**src/rtl/seq_num_alloc_pkg.sv**
```systemverilog
// Shared widths for the notification payload fields that this allocator
// receives but does not use.
package seq_num_alloc_pkg;

  localparam int p_pc_bits   = 32;
  localparam int p_addr_bits = 5;
  localparam int p_data_bits = 32;

endpackage

```
**src/rtl/seq_num_alloc_seq_age.sv**
```systemverilog
// Age of a sequence number relative to a base pointer, modulo the window size.
module seq_age
  import seq_num_alloc_pkg::*;
#(
  parameter int p_seq_num_bits = 5
) (
  input  logic [p_seq_num_bits-1:0] base,
  input  logic [p_seq_num_bits-1:0] seq,
  output logic [p_seq_num_bits-1:0] age
);

  assign age = seq - base;

endmodule

```
**src/rtl/seq_num_alloc.sv**
```systemverilog
// In-order sequence number allocator with a head/tail window that is retired
// by commits and truncated by the arbitrated squash.
module seq_num_alloc
  import seq_num_alloc_pkg::*;
#(
  parameter int p_seq_num_bits = 5
) (
  input  logic                      clk,
  input  logic                      rst,

  input  logic                      alloc_val,
  output logic                      alloc_rdy,
  output logic [p_seq_num_bits-1:0] alloc_seq_num,

  input  logic                      squash_val,
  input  logic [p_seq_num_bits-1:0] squash_seq_num,
  input  logic [p_pc_bits-1:0]      squash_target,

  input  logic                      commit_val,
  input  logic [p_pc_bits-1:0]      commit_pc,
  input  logic [p_addr_bits-1:0]    commit_waddr,
  input  logic [p_data_bits-1:0]    commit_wdata,
  input  logic                      commit_wen,

  output logic [p_seq_num_bits-1:0] head_seq_num,
  output logic [p_seq_num_bits:0]   count,
  output logic                      empty,
  output logic                      full
);

  localparam logic [p_seq_num_bits-1:0] c_one      = 1;
  localparam logic [p_seq_num_bits:0]   c_cnt_one  = 1;
  localparam logic [p_seq_num_bits:0]   c_full     = {1'b1, {p_seq_num_bits{1'b0}}};

  logic [p_seq_num_bits-1:0] tail_q, tail_d;
  logic [p_seq_num_bits-1:0] head_q, head_d;
  logic [p_seq_num_bits:0]   count_q, count_d;

  logic                      fire;
  logic                      do_commit;
  logic [p_seq_num_bits-1:0] sq_dist;
  logic [p_seq_num_bits:0]   sq_count;

  logic unused_notif;
  assign unused_notif = ^{squash_target, commit_pc, commit_waddr, commit_wdata, commit_wen};

  assign empty         = (count_q == '0);
  assign full          = (count_q == c_full);
  assign alloc_rdy     = !full && !squash_val;
  assign alloc_seq_num = tail_q;
  assign head_seq_num  = head_q;
  assign count         = count_q;

  assign fire      = alloc_val && alloc_rdy;
  assign do_commit = commit_val && !empty;

  // A zero distance can only mean the squash keeps the entire full window.
  assign sq_dist  = squash_seq_num + c_one - head_q;
  assign sq_count = (sq_dist == '0) ? c_full : {1'b0, sq_dist};

  always_comb begin
    tail_d  = tail_q;
    head_d  = head_q;
    count_d = count_q;
    if (do_commit)
      head_d = head_q + c_one;
    if (squash_val) begin
      tail_d  = squash_seq_num + c_one;
      count_d = sq_count - {{p_seq_num_bits{1'b0}}, do_commit};
    end else begin
      if (fire)
        tail_d = tail_q + c_one;
      case ({fire, do_commit})
        2'b10:   count_d = count_q + c_cnt_one;
        2'b01:   count_d = count_q - c_cnt_one;
        default: count_d = count_q;
      endcase
    end
  end

  always_ff @(posedge clk or posedge rst) begin
    if (rst) begin
      tail_q  <= '0;
      head_q  <= '0;
      count_q <= '0;
    end else begin
      tail_q  <= tail_d;
      head_q  <= head_d;
      count_q <= count_d;
    end
  end

`ifndef SYNTHESIS
  logic [p_seq_num_bits-1:0] sq_age;
  logic [p_seq_num_bits-1:0] tail_age;

  seq_age #(.p_seq_num_bits(p_seq_num_bits)) u_sq_age (
    .base (head_q),
    .seq  (squash_seq_num),
    .age  (sq_age)
  );

  seq_age #(.p_seq_num_bits(p_seq_num_bits)) u_tail_age (
    .base (head_q),
    .seq  (tail_q),
    .age  (tail_age)
  );

  always @(posedge clk) begin
    if (!rst) begin
      if (commit_val)
        assert (!empty) else $error("seq_num_alloc: commit while window empty");
      if (squash_val)
        assert (!empty && ({1'b0, sq_age} < count_q))
          else $error("seq_num_alloc: squash seq_num %0d outside window", squash_seq_num);
      assert (tail_age == count_q[p_seq_num_bits-1:0])
        else $error("seq_num_alloc: tail/head/count inconsistent");
    end
  end

  function automatic string trace(int trace_level);
    if (trace_level == 0)
      return fire ? $sformatf("%2d", alloc_seq_num) : "  ";
    return $sformatf("%0d:%0d:%0d", head_q, tail_q, count_q);
  endfunction
`endif

endmodule

```
**config.mk**
```make
export PLATFORM = sky130hd
export DESIGN_NAME = seq_num_alloc
export DESIGN_NICKNAME = d
export VERILOG_FILES = /design/src/rtl/seq_num_alloc_pkg.sv /design/src/rtl/seq_num_alloc_seq_age.sv /design/src/rtl/seq_num_alloc.sv
export SDC_FILE = /design/constraint.sdc
export NUM_CORES = 1
export LEC_CHECK = 0
export CORE_MARGIN = 4
export CORE_UTILIZATION = 33
export DETAILED_ROUTE_END_ITERATION = 12
export GPL_TIMING_DRIVEN = 0
export PLACE_DENSITY = 0.94
export SYNTH_ARGS = -nofsm -noshare
export SYNTH_HDL_FRONTEND = slang
export SYNTH_SLANG_ARGS = --single-unit
```
**constraint.sdc**
```tcl
create_clock -name clk -period 5.36 [get_ports clk]
set_clock_uncertainty 0.15 [all_clocks]
set_input_delay 1.608 -clock clk [delete_from_list [all_inputs] [get_ports clk]]
set_output_delay 1.608 -clock clk [all_outputs]
set_load 0.02 [all_outputs]
```
==> impl_metrics.env <==
# yosys + openroad results
export IMPL_cp_num_buf_inv=3
export IMPL_n_antenna_cell=0
export IMPL_worst_endpoint_arrival_ns=2.71
export IMPL_syn_area_per_cell_um2=9.72
export IMPL_grt_setup_unrepaired="no"
export IMPL_via_count_of_the_first_global_routing_pass=1122
export IMPL_area_share_of_xor_xnor_cells_in_the_synthesized_design=0.161
export IMPL_gr_usage_met2=0.218
export IMPL_tns_ns=0
export IMPL_cp_slowest_stage_delay_ns=0.54
export IMPL_synth_top_cell_by_count="sky130_fd_sc_hd__dfrtp_1"
export IMPL_ff_count=16
export IMPL_status="complete, no violations"
export IMPL_hpwl_mm=2.36
export IMPL_number_of_warning_messages_in_the_logs=128
export IMPL_fraction_of_final_layout_cells_with_drive_strength_greater_than_1=0.0760
export IMPL_initial_utilization=0.340
export IMPL_power_sequential_fraction=0.241
export IMPL_ys_top_logic_family="XOR/XNOR gates"
export IMPL_ff_to_ff_setup_slack_ns=1.92
export IMPL_synth_flops=16
export IMPL_crit_end="alloc_rdy"
export IMPL_grt_overflow_total=0
export IMPL_holdCritPathClass="reg -> reg"
export IMPL_tapCellCount=50
export IMPL_final_signal_inverter_count=11
export IMPL_synth_simple_gate_area_share=0.134
export IMPL_nFillCells=375
export IMPL_cts_resized=0
export IMPL_hold_path_sink="head_seq_num[4]"
export IMPL_setup_viol=0
export IMPL_ys_cells=140
export IMPL_cts_hold_repair_buffers=0
export IMPL_cpMaxStageDelayCell="sky130_fd_sc_hd__clkdlybuf4s50_1"
export IMPL_share_of_yosys_cell_area_claimed_by_the_top_area_cell_type=0.294
export IMPL_top_cells_by_count="sky130_fd_sc_hd__dfrtp_1 (16), sky130_fd_sc_hd__ha_1 (13), sky130_fd_sc_hd__xor2_1 (13)"
export IMPL_globalplace_congestion=0.788
export IMPL_post_route_worst_setup_slack_ns=0.887
export IMPL_reg2reg_depth=12
export IMPL_power_frac_comb=0.652
export IMPL_design_die_area_um2=5220
export IMPL_worstReg2RegEnd="count[5]"
export IMPL_met1_length_mm=1.34
export IMPL_io_pin_count=131
export IMPL_detail_route_antenna_nets=0
export IMPL_clock_area_frac=0.0315
export IMPL_synth_yosys_seq_area_share=0.294
export IMPL_tritoncts="yes"
export IMPL_cts_root_buf="sky130_fd_sc_hd__clkbuf_8"
export IMPL_postSynthNetCount=267
export IMPL_clockBufferDepth=2
export IMPL_maxPowerGroup="combinational logic"
export IMPL_h_tree_depth=1
export IMPL_drt_iter0_markers=75
export IMPL_ys_types=34
export IMPL_design_core_area_um2=4000
export IMPL_power_per_cell_area_nw_per_um2=561
export IMPL_maxCapViolCount=0
export IMPL_largest_class="multi-input combinational cells"
export IMPL_grt_max_degree=17
export IMPL_synth_async_reset_ratio=1.00
export IMPL_ys_chip_area_um2=1360
export IMPL_post_synth_mux_share=0.0818
export IMPL_wl_met2_mm=1.58
export IMPL_design_power_total_w=0.000981
export IMPL_path_max_fanout=10
export IMPL_cp_start_kind="input pin"
export IMPL_die_height_um=72.2
export IMPL_post_synth_top_area_cell="sky130_fd_sc_hd__dfrtp_1"
export IMPL_maxSlewViolCount=0
export IMPL_detailroute_wirelength_met3_um=89
export IMPL_critical_path_required_ns=3.60
export IMPL_syn_area_um2=1360
export IMPL_post_synth_main_area_contributors="sky130_fd_sc_hd__dfrtp_1 (29%), sky130_fd_sc_hd__ha_1 (12%), sky130_fd_sc_hd__xor2_1 (8.4%)"
export IMPL_timing_slew_headroom=0.607
export IMPL_critical_path_endpoint_type="primary output"
export IMPL_critical_path_depth=4
export IMPL_placed_cells_incl_taps=217
export IMPL_drt_wirelength_per_cell_um=13.8
export IMPL_switchingPower_w=0.000441
export IMPL_tightestPinTransition_ns=0.589
export IMPL_worst_setup_hold_path_clk_slew_ns=0.06
export IMPL_period_needed_ns=4.47
export IMPL_swShare=0.450
export IMPL_enable_flop_cells=0
export IMPL_synth_yosys_warnings=0
export IMPL_part_of_the_power_in_the_clock_network=0.107
export IMPL_p_int_w=0.000539
export IMPL_place_port_buffers=27
export IMPL_number_of_flip_flops_in_the_largest_register=6
export IMPL_r2r_start="count[1]"
export IMPL_total_leakage_power_nw=0.776
export IMPL_grt_first_pass_wirelength_mm=5.11
export IMPL_comb_power_w=0.000639
export IMPL_ff_type="sky130_fd_sc_hd__dfrtp_1"
export IMPL_globalRouteMet1Util=0.155
export IMPL_buffers=32
export IMPL_areaGrowthSynthToFinish_pct=28.5
export IMPL_finalWirelength_mm=3.04
export IMPL_globalRoute_busiestLayer="met2"
export IMPL_layout_nonclk_buf_frac=0.174
export IMPL_mi_logic_area_um2=886
export IMPL_floorplan_rows=23
export IMPL_drc=0
export IMPL_worstSetupPathType="in -> out"
export IMPL_viasPerCell=5.05
export IMPL_timing_final_hold_violations=0
export IMPL_peakVddDrop_mv=0.145
export IMPL_min_delay_start="head_seq_num[4]"
export IMPL_min_delay_path_depth=1
export IMPL_die_width_um=72.2
export IMPL_synth_compound_gate_area_share=0.125
export IMPL_whs_ns=0.368
export IMPL_route_top_layer_used="met4"
export IMPL_fa_ha_area_frac=0.149
export IMPL_final_clkbuf_count=4
export IMPL_design_final_nets=299
export IMPL_groute_usage_overall=0.120
export IMPL_postCtsSetupRepairBufs=0
Figure 1. Signal wires by layer.
Drawn at 4 px/um.
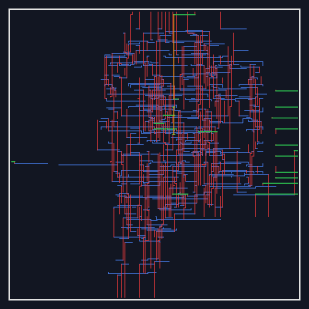
| colour | layer | wire length |
|---|---|---|
| orange | M4 | 27.9 um |
| blue | M1 | 1,340 um |
| green | M3 | 90.0 um |
| red | M2 | 1,580 um |

Figure 2. Sequential cells grouped by signal name.
Drawn at 4 px/um.
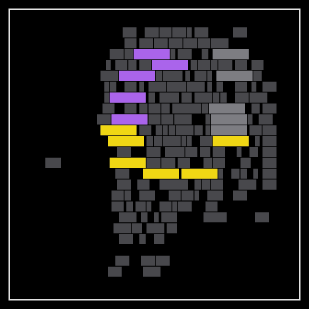
| colour | netlist name | placed flops | where |
|---|---|---|---|
| purple | head_seq_num | 5 | north |
| yellow | count | 6 | centre |
not coloured: 5
Finished Core Util: 0.437
sequential cell area: 400 um2
power drawn by the sequential cells: 0.000236 W
flip-flop and latch share of the layout cell area: 0.229

Figure 3. The clock network.
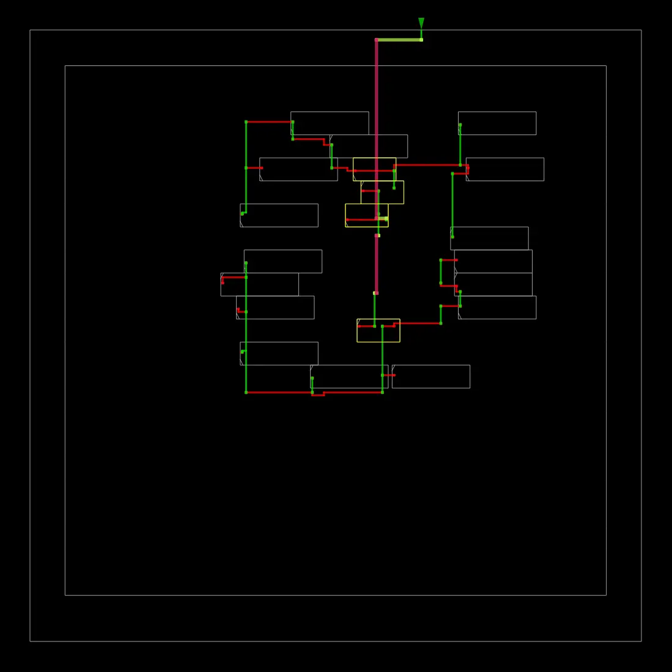
Skew-Pair Late Insertion Delay: 0.24 ns
power attributed to the clock group: 0.000105 W
clock buffer count from CTS: 3
CTS Sinks: 16

Figure 4. Wires at chosen ports, followed through buffers.
Drawn at 6 px/um.
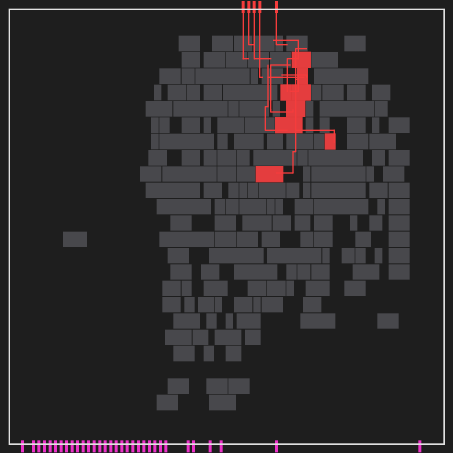
| colour | port | bits | direction | edge | end cells |
|---|---|---|---|---|---|
| red | squash_seq_num | 5 | input | north | 8 |
| magenta | commit_pc | 32 | input | south | 0 |

Figure 5. Selected gate families.
Drawn at 4 px/um.
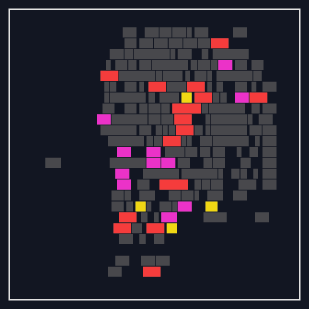
| colour | family | cells | most used |
|---|---|---|---|
| red | fa/ha/maj cells | 15 | ha_1 |
| magenta | mux cells | 11 | mux2i_1 |
| yellow | non-inverting ao/oa cells | 4 | a21o_1 |
commonest non-fill, non-tap cell in the layout: sky130_fd_sc_hd__clkdlybuf4s50_1
fraction of area in multi-input gates: 0.506
Finished Layout Cells: 221

No activity file was given, so power comes from the tool's default toggle rates.
